===== src/rtl/imm_gen_pipe.sv =====
// Two-stage pipelined RV32I/RV64I immediate generator with PC-relative target
// computation and a saturating count of unrecognised opcodes.
module imm_gen_pipe #(
    parameter int unsigned XLEN  = 32,
    parameter int unsigned CNT_W = 8
) (
    input  logic             clk,
    input  logic             reset,
    input  logic             in_valid,
    output logic             in_ready,
    input  logic [31:0]      in_inst,
    input  logic [XLEN-1:0]  in_pc,
    output logic             out_valid,
    input  logic             out_ready,
    output logic [XLEN-1:0]  out_imm,
    output logic [2:0]       out_fmt,
    output logic [XLEN-1:0]  out_tgt,
    output logic             out_tgt_valid,
    output logic [CNT_W-1:0] illegal_cnt
);

    localparam logic [2:0] FMT_NONE = 3'd0;
    localparam logic [2:0] FMT_I    = 3'd1;
    localparam logic [2:0] FMT_S    = 3'd2;
    localparam logic [2:0] FMT_B    = 3'd3;
    localparam logic [2:0] FMT_J    = 3'd4;
    localparam logic [2:0] FMT_U    = 3'd5;
    localparam logic [2:0] FMT_ILL  = 3'd7;

    localparam bit RV64 = (XLEN == 64);

    logic [31:0]     dec_raw;
    logic [2:0]      dec_fmt;
    logic            dec_tv;
    logic            is_shift;
    logic [XLEN-1:0] dec_imm;

    logic            s1_valid;
    logic [XLEN-1:0] s1_imm;
    logic [2:0]      s1_fmt;
    logic [XLEN-1:0] s1_pc;
    logic            s1_tv;
    logic            s2_valid;

    logic            s1_adv;
    logic            s2_adv;
    logic            accept;

    // Immediates are assembled as 32-bit values; widening to XLEN then
    // replicates inst[31] (shamt values have bit 31 clear, so they zero-extend).
    always_comb begin
        dec_raw  = '0;
        dec_fmt  = FMT_ILL;
        dec_tv   = 1'b0;
        is_shift = (in_inst[13:12] == 2'b01);
        case (in_inst[6:0])
            7'b0000011, 7'b1100111, 7'b0001111, 7'b1110011: begin
                dec_fmt = FMT_I;
                dec_raw = {{20{in_inst[31]}}, in_inst[31:20]};
            end
            7'b0010011: begin
                dec_fmt = FMT_I;
                if (is_shift)
                    dec_raw = RV64 ? {26'b0, in_inst[25:20]} : {27'b0, in_inst[24:20]};
                else
                    dec_raw = {{20{in_inst[31]}}, in_inst[31:20]};
            end
            7'b0011011: begin
                if (RV64) begin
                    dec_fmt = FMT_I;
                    if (is_shift)
                        dec_raw = {27'b0, in_inst[24:20]};
                    else
                        dec_raw = {{20{in_inst[31]}}, in_inst[31:20]};
                end
            end
            7'b0100011: begin
                dec_fmt = FMT_S;
                dec_raw = {{20{in_inst[31]}}, in_inst[31:25], in_inst[11:7]};
            end
            7'b1100011: begin
                dec_fmt = FMT_B;
                dec_tv  = 1'b1;
                dec_raw = {{20{in_inst[31]}}, in_inst[7], in_inst[30:25],
                           in_inst[11:8], 1'b0};
            end
            7'b1101111: begin
                dec_fmt = FMT_J;
                dec_tv  = 1'b1;
                dec_raw = {{12{in_inst[31]}}, in_inst[19:12], in_inst[20],
                           in_inst[30:21], 1'b0};
            end
            7'b0110111: begin
                dec_fmt = FMT_U;
                dec_raw = {in_inst[31:12], 12'b0};
            end
            7'b0010111: begin
                dec_fmt = FMT_U;
                dec_tv  = 1'b1;
                dec_raw = {in_inst[31:12], 12'b0};
            end
            7'b0110011: dec_fmt = FMT_NONE;
            7'b0111011: dec_fmt = RV64 ? FMT_NONE : FMT_ILL;
            default:    dec_fmt = FMT_ILL;
        endcase
    end

    assign dec_imm = XLEN'(signed'(dec_raw));

    assign s2_adv    = !s2_valid || out_ready;
    assign s1_adv    = !s1_valid || s2_adv;
    assign in_ready  = s1_adv;
    assign accept    = in_valid && in_ready;
    assign out_valid = s2_valid;

    always_ff @(posedge clk) begin
        if (reset) begin
            s1_valid      <= 1'b0;
            s1_imm        <= '0;
            s1_fmt        <= FMT_NONE;
            s1_pc         <= '0;
            s1_tv         <= 1'b0;
            s2_valid      <= 1'b0;
            out_imm       <= '0;
            out_fmt       <= FMT_NONE;
            out_tgt       <= '0;
            out_tgt_valid <= 1'b0;
            illegal_cnt   <= '0;
        end else begin
            if (s1_adv) begin
                s1_valid <= in_valid;
                if (in_valid) begin
                    s1_imm <= dec_imm;
                    s1_fmt <= dec_fmt;
                    s1_pc  <= in_pc;
                    s1_tv  <= dec_tv;
                end
            end
            if (s2_adv) begin
                s2_valid <= s1_valid;
                if (s1_valid) begin
                    out_imm       <= s1_imm;
                    out_fmt       <= s1_fmt;
                    out_tgt       <= s1_tv ? s1_pc + s1_imm : '0;
                    out_tgt_valid <= s1_tv;
                end
            end
            if (accept && dec_fmt == FMT_ILL && illegal_cnt != '1)
                illegal_cnt <= illegal_cnt + CNT_W'(1);
        end
    end

endmodule

===== config.mk =====
export PLATFORM = sky130hd
export DESIGN_NAME = imm_gen_pipe
export DESIGN_NICKNAME = d
export VERILOG_FILES = /design/src/rtl/imm_gen_pipe.sv
export SDC_FILE = /design/constraint.sdc
export NUM_CORES = 1
export LEC_CHECK = 0
export ABC_CLOCK_PERIOD_IN_PS = 7600
export CAP_MARGIN = 20
export CORE_UTILIZATION = 38
export CTS_BUF_LIST = sky130_fd_sc_hd__clkbuf_16
export CTS_CLUSTER_DIAMETER = 50
export DETAILED_ROUTE_END_ITERATION = 12
export MAX_ROUTING_LAYER = met4
export PLACE_DENSITY = 0.59
export SLEW_MARGIN = 0
export SYNTH_ARGS = -nofsm -noshare
export SYNTH_HDL_FRONTEND = slang
export SYNTH_SLANG_ARGS = --single-unit

===== constraint.sdc =====
create_clock -name clk -period 7.6 [get_ports clk]
set_clock_uncertainty 0.15 [all_clocks]
set_input_delay 0.76 -clock clk [delete_from_list [all_inputs] [get_ports clk]]
set_output_delay 0.76 -clock clk [all_outputs]
set_load 0.03 [all_outputs]

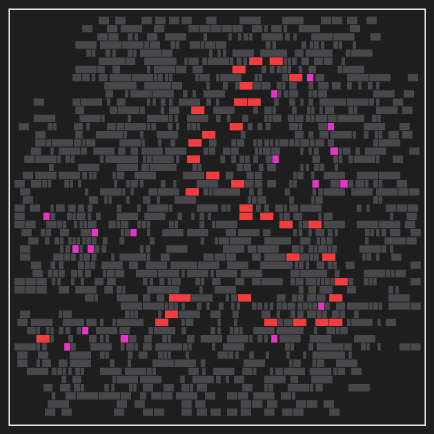
Fig. 1. Selected gate families.
(3 px per µm)
red -> adder and majority cells  # cells 33
magenta -> AND and OR gates  # cells 17
Final Non-Filler Cells: 1262
Top cell excl fill/tap: nand2_1
combinational share of cell area: 41.42%

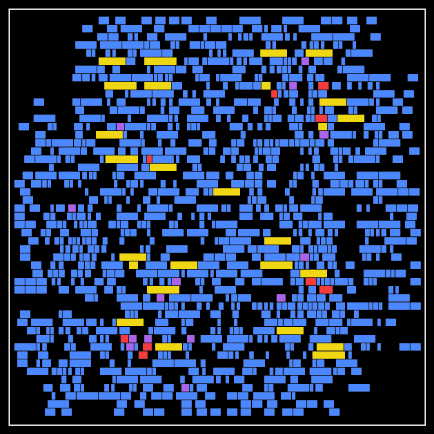
Fig. 2. Cells by drive strength.
(3 px per µm)
blue -> drive 1 or less  # cells 984
purple -> drive 3 to 4  # cells 14
yellow -> drive 6 and up  # cells 26
red -> drive 2  # cells 9

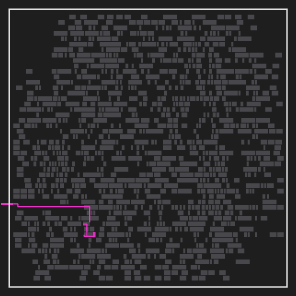
Fig. 3. Nets reached from selected ports.
(2 px per µm)
magenta -> `in_ready`  # bits 1, direction output, end cells 1, wire 62.5 µm
I/O pins: 146
Port Buffers: 145

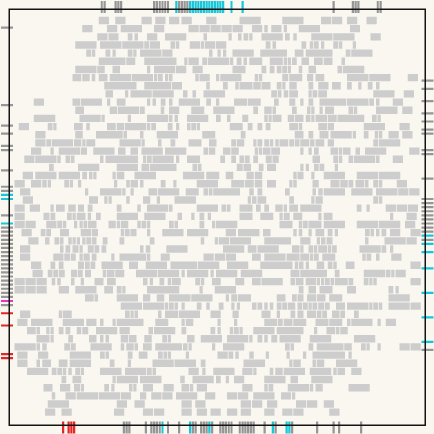
Fig. 4. I/O pins on the die edge.
(3 px per µm) Pins as bars across the die edge, other pins in grey.
cyan -> `in_pc`  # pins 32, direction input, edge 16 top, 7 right, 6 bottom, 3 left
red -> `illegal_cnt`  # pins 8, direction output, edge 4 left, 4 bottom
magenta -> `in_ready`  # pins 1, direction output, edge left

==> results.txt <==
impl run done, here's what came out: outcome=complete, but fails checks, failing checks=design-rule violations, Post-synth EDFFs=0, Clock Root Buffer=clkbuf_16, worst-path fanout max=5, layout cells sized above 1=4.743%, fmax=315.9 MHz, Nets at Floorplan=999, Die X=138.1 µm, MUX share of area=0.1421%, Leak=0.003539 µW, DRT Wirelength=20.54 mm, r2r startpoint=s1_imm[0], top cells, area=dfxtp_1 (41%), nand2_1 (11%), a21oi_1 (8.6%), ha_1 (5.7%), nor2_1 (3.6%), total global routing track utilization=22.44%, global route overflow=0, r2r setup slk=4.54 ns, relative max-transition margin=42.17%, Via-to-Cell Ratio=5.316, post-layout net count=1121, compound-gate portion of the synthesized area=23.15%, commonest non-fill, non-tap cells in the layout=nand2_1 (200), dfxtp_1 (146), clkdlybuf4s50_1 (144), a21oi_1 (121), nor2_1 (68), DRC violations left=18
## per-stage QoR
step	area (µm²)	total power [µW]	hold slack, ns
2_1_floorplan	7043	919.0	0.2823
6_report	9330	1953	0.2955
3_5_place_dp	8651	999.7	0.2923
4_1_cts	9330	1967	0.3006
5_1_grt	9330	2022	0.3186
3_3_place_gp	8651	999.2	0.2900
## logic make-up (layout without fill, tap and decap cells)
| logic type | Yosys count | count (layout) |
|---|---|---|
| AND/OR/NAND/NOR | 354 | 354 |
| AND-OR/OR-AND | 265 | 265 |
| flip-flops | 146 | 146 |
| buffers and inverters | 68 | 203 |
| adder cells (fa/ha/maj) | 33 | 33 |
| XOR/XNOR | 31 | 31 |
| multiplexers | 1 | 1 |
## per-layer routing
layer	up-vias	global-route usage [%]	wire [µm]
met3	20	4.884	962
li1	3407	-	-
met1	3108	29.81	10020
met2	174	34.37	9322
met4	0	6.032	239
met5	-	-	0
## synth_stat cells, drive strengths merged (2+ instances only)
master	number
nand2	200
dfxtp	146
a21oi	121
nor2	68
o21ai	49
clkbuf	41
ha	32
nor3	19
inv	18
xnor2	18
a21o	17
a22o	17
nand3	17
xor2	13
a211oi	11
nand4	10
a22oi	9
buf	9
nand2b	7
nor2b	7
a221o	6
a221oi	6
and2	6
or3	5
o21a	4
a211o	3
o31ai	3
a31oi	2
and3	2
nand3b	2
nor3b	2
nor4	2
nor4b	2
o21bai	2
o221ai	2
or2	2
or4	2
## worst max path at each step
stage | end | slack [ns] | depth (start not counted)
CTS | in_ready | 4.43 | 4
global route | s1_imm[9] | 4.24 | 8
finish | in_ready | 4.43 | 4
floorplan | illegal_cnt[3] | 4.96 | 9
detailed placement | out_tgt[25] | 4.08 | 7
global placement | out_tgt[29] | 4.12 | 7
## worst max-delay path: stages
cell and delay [ns]:
clkdlybuf4s50_1 0.41, nor2b_1 0.30, nand2_1 0.14, clkdlybuf4s50_1 0.65
## state kept, by name (all words and copies together) (netlist names)
name and flops:
s1_fmt 3, out_fmt 3, out_tgt_valid 1, out_tgt 32
s1_tv 1, s1_pc 32, out_imm 32, illegal_cnt 8
s1_valid 1, out_valid 1, s1_imm 32
## report_power, final
group / internal, µW / switching, µW / total, µW
Combinational: 77.5 / 108 / 186
Sequential: 784 / 13.8 / 798
Clock: 620 / 350 / 969
Total: 1480 / 472 / 1950
## layout make-up
class	count	area share, %
multi-input combinational	684	41.42
clock buffer	17	4.559
timing repair buffer	153	16.17
inverter	18	0.7242
clock inverter	15	2.722
tap	229	3.071
sequential	146	31.33
Power figures rest on the tool's default switching activity, not on a simulated workload.
